`config.mk`:
```
export PLATFORM = sky130hd
export DESIGN_NAME = sram_sp_be
export DESIGN_NICKNAME = d
export VERILOG_FILES = /design/src/rtl/sram_sp_be.sv
export SDC_FILE = /design/constraint.sdc
export NUM_CORES = 1
export LEC_CHECK = 0
export CORE_MARGIN = 10
export CORE_UTILIZATION = 35
export CTS_BUF_LIST = sky130_fd_sc_hd__clkbuf_16
export DETAILED_ROUTE_END_ITERATION = 10
export PLACE_DENSITY = 0.59
export SYNTH_ARGS = -nofsm -noshare
export SYNTH_HDL_FRONTEND = slang
export SYNTH_SLANG_ARGS = --single-unit
```
`constraint.sdc`:
```
create_clock -name clk -period 3.05 [get_ports clk]
set_input_delay 0.915 -clock clk [delete_from_list [all_inputs] [get_ports clk]]
set_output_delay 0.915 -clock clk [all_outputs]
set_load 0.01 [all_outputs]
```
`src/rtl/sram_sp_be.sv`:
```
// Single-port synchronous SRAM with byte-lane write enables,
// a 1/2-cycle read pipeline and a post-reset hardware clear sequencer.
//
// Ports:
//   clk        rising-edge clock
//   rst        synchronous active-high reset
//   en         request strobe, accepted only when busy=0
//   we         1 = write, 0 = read
//   be         byte-lane write enables, be[i] covers din[8i+7:8i]
//   addr       word address
//   din        write data
//   dout       returned word, held between dout_valid pulses
//   dout_valid one-cycle pulse marking a returned word
//   busy       high while the clear sequencer owns the array
module sram_sp_be #(
    parameter int unsigned ADDR_WIDTH  = 4,
    parameter int unsigned WORD_DEPTH  = 16,
    parameter int unsigned WORD_WIDTH  = 8,
    parameter int unsigned RD_LATENCY  = 1,
    parameter int unsigned WRITE_FIRST = 0
) (
    input  logic                    clk,
    input  logic                    rst,
    input  logic                    en,
    input  logic                    we,
    input  logic [WORD_WIDTH/8-1:0] be,
    input  logic [ADDR_WIDTH-1:0]   addr,
    input  logic [WORD_WIDTH-1:0]   din,
    output logic [WORD_WIDTH-1:0]   dout,
    output logic                    dout_valid,
    output logic                    busy
);

    localparam int unsigned NB = WORD_WIDTH / 8;

    localparam logic [ADDR_WIDTH-1:0] LAST_IDX =
        ADDR_WIDTH'(WORD_DEPTH - 1);

    localparam logic [ADDR_WIDTH:0] DEPTH_EXT =
        (ADDR_WIDTH + 1)'(WORD_DEPTH);

    typedef enum logic {
        ST_CLEAR,
        ST_READY
    } state_e;

    state_e                  state_q;
    state_e                  state_d;
    logic [ADDR_WIDTH-1:0]   cnt_q;
    logic [ADDR_WIDTH-1:0]   cnt_d;
    logic                    clr_we;

    logic [WORD_WIDTH-1:0]   mem_q [WORD_DEPTH];

    logic                    acc;
    logic                    in_range;
    logic [WORD_WIDTH-1:0]   old_word;
    logic [WORD_WIDTH-1:0]   merged;
    logic [WORD_WIDTH-1:0]   rd_word;

    logic                    out_load;
    logic [WORD_WIDTH-1:0]   out_data;
    logic                    dout_valid_q;
    logic [WORD_WIDTH-1:0]   dout_q;

    // ------------------------------------------------------------
    // Clear sequencer
    // ------------------------------------------------------------
    always_ff @(posedge clk) begin
        if (rst) begin
            state_q <= ST_CLEAR;
            cnt_q   <= '0;
        end else begin
            state_q <= state_d;
            cnt_q   <= cnt_d;
        end
    end

    always_comb begin
        state_d = state_q;
        cnt_d   = cnt_q;
        clr_we  = 1'b0;
        unique case (state_q)
            ST_CLEAR: begin
                clr_we = 1'b1;
                if (cnt_q == LAST_IDX) begin
                    state_d = ST_READY;
                    cnt_d   = '0;
                end else begin
                    cnt_d = cnt_q + 1'b1;
                end
            end
            ST_READY: begin
                state_d = ST_READY;
            end
            default: begin
                state_d = ST_CLEAR;
            end
        endcase
    end

    // rst is folded in so requests are refused during reset itself,
    // not only from the first reset edge onward.
    assign busy = rst | (state_q == ST_CLEAR);
    assign acc  = en & ~busy;

    // ------------------------------------------------------------
    // Array access
    // ------------------------------------------------------------
    assign in_range = ({1'b0, addr} < DEPTH_EXT);
    assign old_word = in_range ? mem_q[addr] : '0;

    always_comb begin
        merged = old_word;
        for (int i = 0; i < NB; i++) begin
            if (be[i]) begin
                merged[8*i +: 8] = din[8*i +: 8];
            end
        end
    end

    // Word returned for this request: post-merge for writes only
    // in write-first mode; out-of-range always returns zero.
    always_comb begin
        rd_word = '0;
        if (in_range) begin
            if (we && (WRITE_FIRST != 0)) begin
                rd_word = merged;
            end else begin
                rd_word = old_word;
            end
        end
    end

    always_ff @(posedge clk) begin
        if (!rst) begin
            if (clr_we) begin
                mem_q[cnt_q] <= '0;
            end else if (acc && we && in_range) begin
                mem_q[addr] <= merged;
            end
        end
    end

    // ------------------------------------------------------------
    // Read pipeline
    // ------------------------------------------------------------
    generate
        if (RD_LATENCY >= 2) begin : g_lat2
            logic                  s1_vld_q;
            logic [WORD_WIDTH-1:0] s1_data_q;

            always_ff @(posedge clk) begin
                if (rst) begin
                    s1_vld_q  <= 1'b0;
                    s1_data_q <= '0;
                end else begin
                    s1_vld_q <= acc;
                    if (acc) begin
                        s1_data_q <= rd_word;
                    end
                end
            end

            assign out_load = s1_vld_q;
            assign out_data = s1_data_q;
        end else begin : g_lat1
            assign out_load = acc;
            assign out_data = rd_word;
        end
    endgenerate

    always_ff @(posedge clk) begin
        if (rst) begin
            dout_valid_q <= 1'b0;
            dout_q       <= '0;
        end else begin
            dout_valid_q <= out_load;
            if (out_load) begin
                dout_q <= out_data;
            end
        end
    end

    assign dout       = dout_q;
    assign dout_valid = dout_valid_q;

endmodule

```
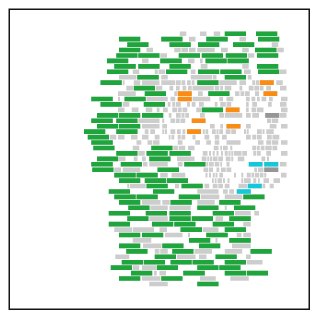
Run 1: where the registers sit
(2 px per µm) Other sequential cells in the stronger grey, the rest of the logic in the fainter grey.
colour	name in the netlist	sequential cells
green	mem_q	128
cyan	cnt_q	4
orange	dout	8

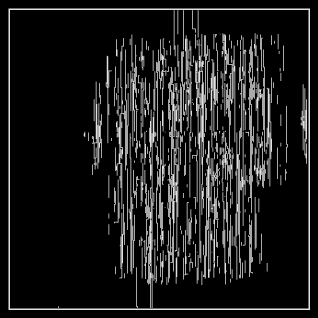
Run 1: M2 wires
(2 px per µm)
main direction	vertical
share of all routed wire	50%

==> flow_summary.json, run 1 <==
{
  "mux_share_pct": 14.4,
  "yosys_area_um2": 5840,
  "clock_buffers": 17,
  "area_dominant_class": "sequential cells",
  "edf_count": 128,
  "outcome": "completed",
  "finalSetupTns_ps": 0,
  "p_clk_mw": 2.35,
  "drc_errors": 0,
  "overflow": 0,
  "seqPwrFrac_pct": 45.0,
  "io_pins": 27,
  "ys_sh_adder_pct": 0.214,
  "slew_headroom_pct": 37.3,
  "dieArea_um2": 22300,
  "xor_area_share_pct": 0.150,
  "totalWireLength_mm": 14.5,
  "p_seq_mw": 2.13,
  "design.seq.count": 142,
  "p_leak_nw": 2.88,
  "met2WireLength_mm": 7.27,
  "synthTopLogicFamily": "multiplexers",
  "fin_nets": 468,
  "holdWs_ps": 538,
  "signal_buffers": 97,
  "fillers": 1426,
  "max_freq_mhz": 354,
  "ys_cells": 354,
  "port_buffers": 26,
  "rows": 47,
  "syn_area_per_cell_um2": 16.5,
  "grt_max_degree": 20,
  "worst_pin_slew_ps": 937,
  "period_used_pct": 92.7,
  "ant_nets": 0,
  "finalHoldViolCount": 0,
  "arrival_ps": 3100,
  "synthAoiAreaFrac_pct": 6.29,
  "clkPwrFrac_pct": 49.8,
  "drt-pass1-iter-count": 5,
  "swShare_pct": 18.8,
  "crit_chain": "clkdlybuf4s50_1 > buf_12 > buf_4 > nor2b_1 > buf_4 > a222oi_1 > a31oi_1 > o21ai_1 > buf_4",
  "grt_busiest_layer": "met2",
  "topCellsByArea": "edfxtp_1, mux2i_1, mux4_1",
  "ys_seq_elements": 142,
  "stdcell_count": 683,
  "cts_tree": "done",
  "sh_comb_area_pct": 21.2,
  "skew_ps": 8.72,
  "ys_warn_count": 0,
  "worst-path-max-fanout": 19,
  "m1WireLength_mm": 6.07,
  "root_buffer": "clkbuf_16",
  "rsz0062_at_grt": "false",
  "crit_family": "buffers and inverters",
  "htreeDepth": 4,
  "cts_buffer_depth": 2,
  "cts_buffers": 17,
  "fp_nets": 372,
  "grt_pass1_wl_mm": 22.0,
  "critPathRequiredTime_ps": 3320,
  "vias": 3528,
  "cts_sinks": 142,
  "final_area_um2": 7530,
  "top_area_share_pct": 65.8,
  "antennaDiodeCount": 0,
  "setup-violations-final": 0,
  "drtIter0Drc": 234,
  "nWellTaps": 220,
  "irDropWorstVdd_mv": 0.342,
  "drive_gt1_share_pct": 25.1,
  "powerDensity_nw_per_um2": 627,
  "met3_usage_pct": 4.58,
  "power_leader": "clock",
  "dieHeight_um": 149,
  "hold_class": "flop to flop",
  "worstSetupEndpointType": "flop",
  "worst_path_max_delay_cell": "a222oi_1",
  "ys_sh_simple_pct": 6.25,
  "top_layer": "met4",
  "async_flop_share_pct": 0,
  "drv_slew": 0,
  "place_hpwl_mm": 9.56
}
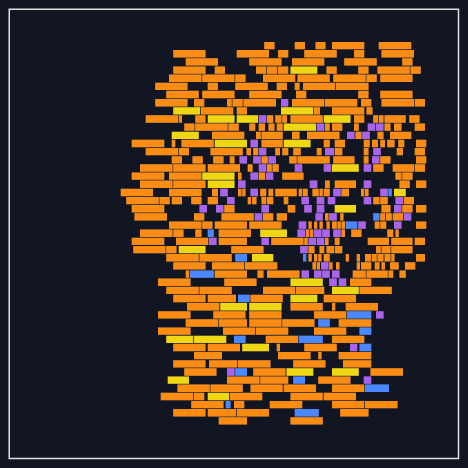
Run 1: drive-strength map
(3 px per µm)
colour	size	cells	most used
purple	_3 and _4 cells	67	buf_4
orange	_0 and _1 cells	347	edfxtp_1
yellow	_6 and larger	30	clkbuf_16
blue	_2 cells	19	mux2_2

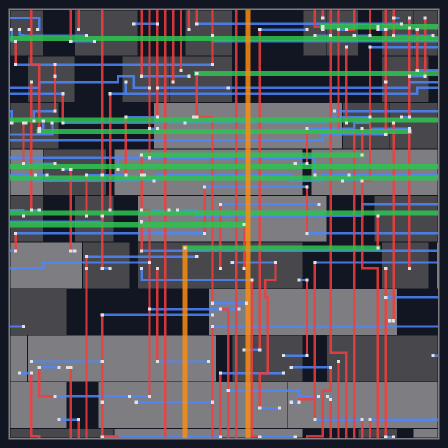
Run 1: zoomed window
Window x 62 to 87, y 62 to 87 µm. Cells in grey, sequential cells in the stronger grey; small squares are vias.
colour	layer
green	metal 3
blue	metal 1
orange	metal 4
red	metal 2
most frequent	edfxtp_1 (8), buf_4 (7), mux2i_1 (4)
cells with their middle in the window	30
sequential cells in the window	8
netlist names of flops here include	mem_q (8)

## run 1: worst paths after layout
check             startpoint      endpoint  slack, ps  cells past startpoint
setup / recovery     addr[1]  mem_q[10][1]        220                      9
hold / removal      cnt_q[3]      cnt_q[3]        540                      2
setup reg to reg     state_q  mem_q[15][7]        730                      4
hold reg to reg     cnt_q[3]      cnt_q[3]        540                      2
## run 1: sequential cells by signal, indices dropped and copies added, names as in the netlist
register	count
mem_q	128
state_q	1
dout	8
dout_valid	1
cnt_q	4
## run 1: through the flow
step / total power, mW / util (%) / setup slack [ps]
finish: 4.73 / 45.7 / 221
global route: 4.87 / 45.7 / 123
CTS: 4.76 / 45.7 / 216
detailed placement: 2.41 / 41.6 / -217
global placement: 2.41 / 41.6 / -177
floorplan: 2.29 / - / 258
## run 1: repair_timing
action,4_1_cts,5_1_grt
hold buffers,0,0
setup buffers,1,0
endpoints found under the setup margin,1,0
resized,2,0
## run 1: cell usage in the layout, fill, tap and decap left out, types with 7 or more instances in the layout
cell type and n:
a21oi_1 15, and3_1 8, dfxtp_1 14, mux4_1 11, a31oi_1 19, bufinv_16 7
edfxtp_1 128, nor3b_1 10, mux2i_1 34, o21ai_1 14, nor2_1 21, clkdlybuf4s50_1 24
a222oi_1 8, mux2_2 9, clkbuf_16 17, buf_4 65, nand2_1 13
## run 1: kinds of logic (layout without fill, tap and decap cells)
| kind of cell | count (synthesis) | count (layout) |
|---|---|---|
| muxes | 59 | 59 |
| buffers and inverters | 22 | 131 |
| AOI/OAI and AO/OA | 60 | 60 |
| xor gates and xnor gates | 1 | 1 |
| DFF | 142 | 142 |
| and+or+nand+nor | 69 | 69 |
| adders and majority gates | 1 | 1 |
## run 1: worst min-delay path, delay by kind of cell (launching register included)
kind / cells / cell delay [ps]
AND-OR/OR-AND: 2 / 150
flip-flops: 1 / 340
==> run 1 -> run 2 <==
--- a/config.mk
+++ b/config.mk
@@ -9,7 +9,9 @@
 export CORE_UTILIZATION = 35
 export CTS_BUF_LIST = sky130_fd_sc_hd__clkbuf_16
 export DETAILED_ROUTE_END_ITERATION = 10
-export PLACE_DENSITY = 0.59
+export DONT_BUFFER_PORTS = 1
+export PLACE_DENSITY = 0.57
+export SLEW_MARGIN = 5
 export SYNTH_ARGS = -nofsm -noshare
 export SYNTH_HDL_FRONTEND = slang
 export SYNTH_SLANG_ARGS = --single-unit
==> flow_summary.json, run 2 <==
{
  "outcome": "completed",
  "cts_tree": "done",
  "top_area_share_pct": 65.8,
  "antennaDiodeCount": 0,
  "synth-main-ff-cell": "edfxtp_1",
  "r2r_slack_ps": 650,
  "regMostFlops": "mem_q",
  "final_area_um2": 6860,
  "slew_headroom_pct": 40.6,
  "setup-violations-final": 0,
  "final_cell_mix": "edfxtp_1, buf_4, mux2i_1",
  "holdWs_ps": 538,
  "dp_slack_ps": 341,
  "min-delay-start": "cnt_q[3]",
  "r2r_cells": 5,
  "layout_top_cell": "edfxtp_1",
  "ant_nets": 0,
  "cts_buffer_depth": 2,
  "grt_pass1_wl_mm": 21.3,
  "rsz0062_at_grt": "false",
  "overflow": 0,
  "layout_setup_ws_ps": 648,
  "stdcell_count": 631,
  "powerDensity_nw_per_um2": 596,
  "p_total_mw": 4.09,
  "vias": 3487,
  "finalHoldViolCount": 0,
  "fin_nets": 416,
  "cts_sinks": 142,
  "cts_resized": 0,
  "htreeDepth": 4,
  "drive_gt1_share_pct": 20.9,
  "slowest_delay_ps": 560,
  "worst_pin_slew_ps": 888,
  "ys_warn_count": 0,
  "cts_setup_buffers": 0,
  "hold_class": "flop to flop",
  "worst_path_max_delay_cell": "dfxtp_1",
  "max_freq_mhz": 416,
  "fillers": 1491,
  "async_flop_share_pct": 0,
  "period_used_pct": 78.7,
  "worstSetupEndpointType": "flop",
  "fp_nets": 372,
  "drv_slew": 0,
  "drt-pass1-iter-count": 8,
  "worstReg2RegEnd": "mem_q[14][4]",
  "largest_reg_flops": 128,
  "topCellsByArea": "edfxtp_1, mux2i_1, mux4_1",
  "edf_count": 128,
  "io_pins": 27,
  "critPathRequiredTime_ps": 3180,
  "place_hpwl_mm": 9.60,
  "finish.utilization_pct": 41.7,
  "ys_seq_elements": 142,
  "port_buffers": 0,
  "finalSetupTns_ps": 0,
  "cts_hold_buffers": 0,
  "dieHeight_um": 149,
  "grt_max_degree": 37,
  "cts_buffers": 17,
  "endpoint": "mem_q[14][4]",
  "setup.worst_path.start": "state_q",
  "skew_ps": 7.21,
  "cp-start-kind": "flop",
  "drc_errors": 0,
  "syn_area_per_cell_um2": 16.5,
  "worst-path-max-fanout": 13,
  "ys_seq_share_pct": 70.6,
  "p_leak_nw": 2.60,
  "arrival_ps": 2530,
  "r2r-start": "state_q",
  "root_buffer": "clkbuf_16",
  "rows": 47,
  "drtIter0Drc": 363,
  "crit_chain": "and4b_1 > mux2_2 > nand2_1 > nor2_1 > buf_4",
  "ys_cells": 354,
  "totalWireLength_mm": 14.6,
  "dieArea_um2": 22300,
  "yosys_area_um2": 5840,
  "irDropWorstVdd_mv": 0.370
}
==> run 2: how the worst min path moves through the flow <==
stage                     slack [ps]  endpoint  cells after the start
after global placement           510  cnt_q[3]                      2
after floorplan                  490  cnt_q[3]                      2
after detailed placement         520  cnt_q[3]                      2
final                            540  cnt_q[3]                      2
after global routing             550  cnt_q[3]                      2
after CTS                        530  cnt_q[3]                      2
==> run 2: cell families (layout without fill, tap and decap cells) <==
kind of cell               count (synthesis)  in the layout  synth area share [%]
xor gates and xnor gates                   1              1                 0.150
buffers and inverters                     22             79                  2.10
muxes                                     59             59                  14.4
AOI/OAI and AO/OA                         60             60                  6.29
and+or+nand+nor                           69             69                  6.25
adders and majority gates                  1              1                 0.214
DFF                                      142            142                  70.6
==> run 2: critical path, delay by kind of cell, from the launching register on <==
kind / cells / cell delay [ps]
muxes: 1 / 230
buffers and inverters: 1 / 260
and+or+nand+nor: 3 / 1060
DFF: 1 / 560
==> run 2: final cells by class <==
cell class | instances | area (µm²) | area share (%)
well taps | 220 | 275 | 4.01
multi-input cells | 190 | 1600 | 23.3
flip-flops and latches | 142 | 4120 | 60.1
clock inverters | 15 | 93.8 | 1.37
inverters | 2 | 7.51 | 0.109
clock buffers | 17 | 425 | 6.20
repair buffers | 45 | 338 | 4.92
==> run 2: per-layer routing <==
layer	track usage [%]	vias to the layer above	part of all wire, %
met5	0	-	0
met2	19.2	166	46
met4	5.40	0	1.5
met1	18.6	1782	45
met3	2.97	22	8.0
li1	-	1517	-
==> run 2: power breakdown <==
group / switching (mW) / internal, mW / total, mW / leakage (nW)
combinational: 0.0762 / 0.0715 / 0.148 / 0.879
clock: 0.726 / 1.09 / 1.81 / 0.269
sequential: 0.0112 / 2.12 / 2.13 / 1.45
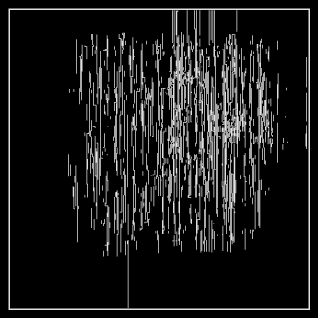
Run 2: M2 wires
(2 px per µm)
wire length on this layer	6710 µm
longest straight run	62.4 µm
main direction	vertical
nets with wire on the layer	359
share of all routed wire	46%

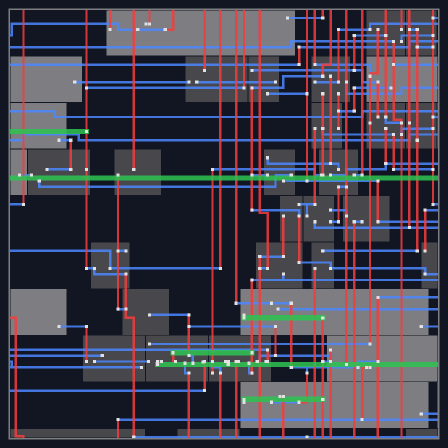
Run 2: zoomed window
Window x 62 to 87, y 62 to 87 µm. Cells in grey, sequential cells in the stronger grey; small squares are vias.
colour	layer
blue	metal 1
red	metal 2
green	metal 3
sequential cells in the window	5
cells with their middle in the window	28
most frequent	a31oi_1 (4), edfxtp_1 (4), buf_4 (4)
netlist names of flops here include	mem_q (4), dout (1)

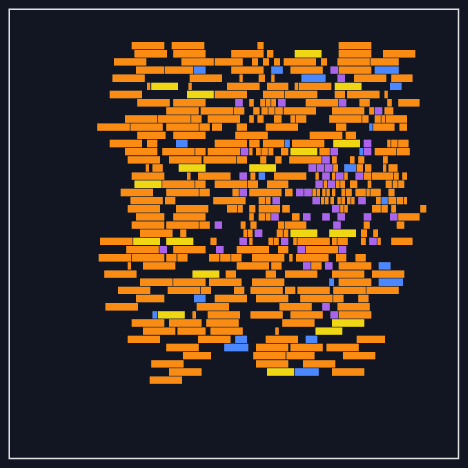
Run 2: drive-strength map
(3 px per µm)
colour	size	cells	most used
yellow	_6 and larger	18	clkbuf_16
purple	_3 and _4 cells	47	buf_4
orange	_0 and _1 cells	325	edfxtp_1
blue	_2 cells	21	mux2_2

Power is estimated from default activity; no workload was simulated.
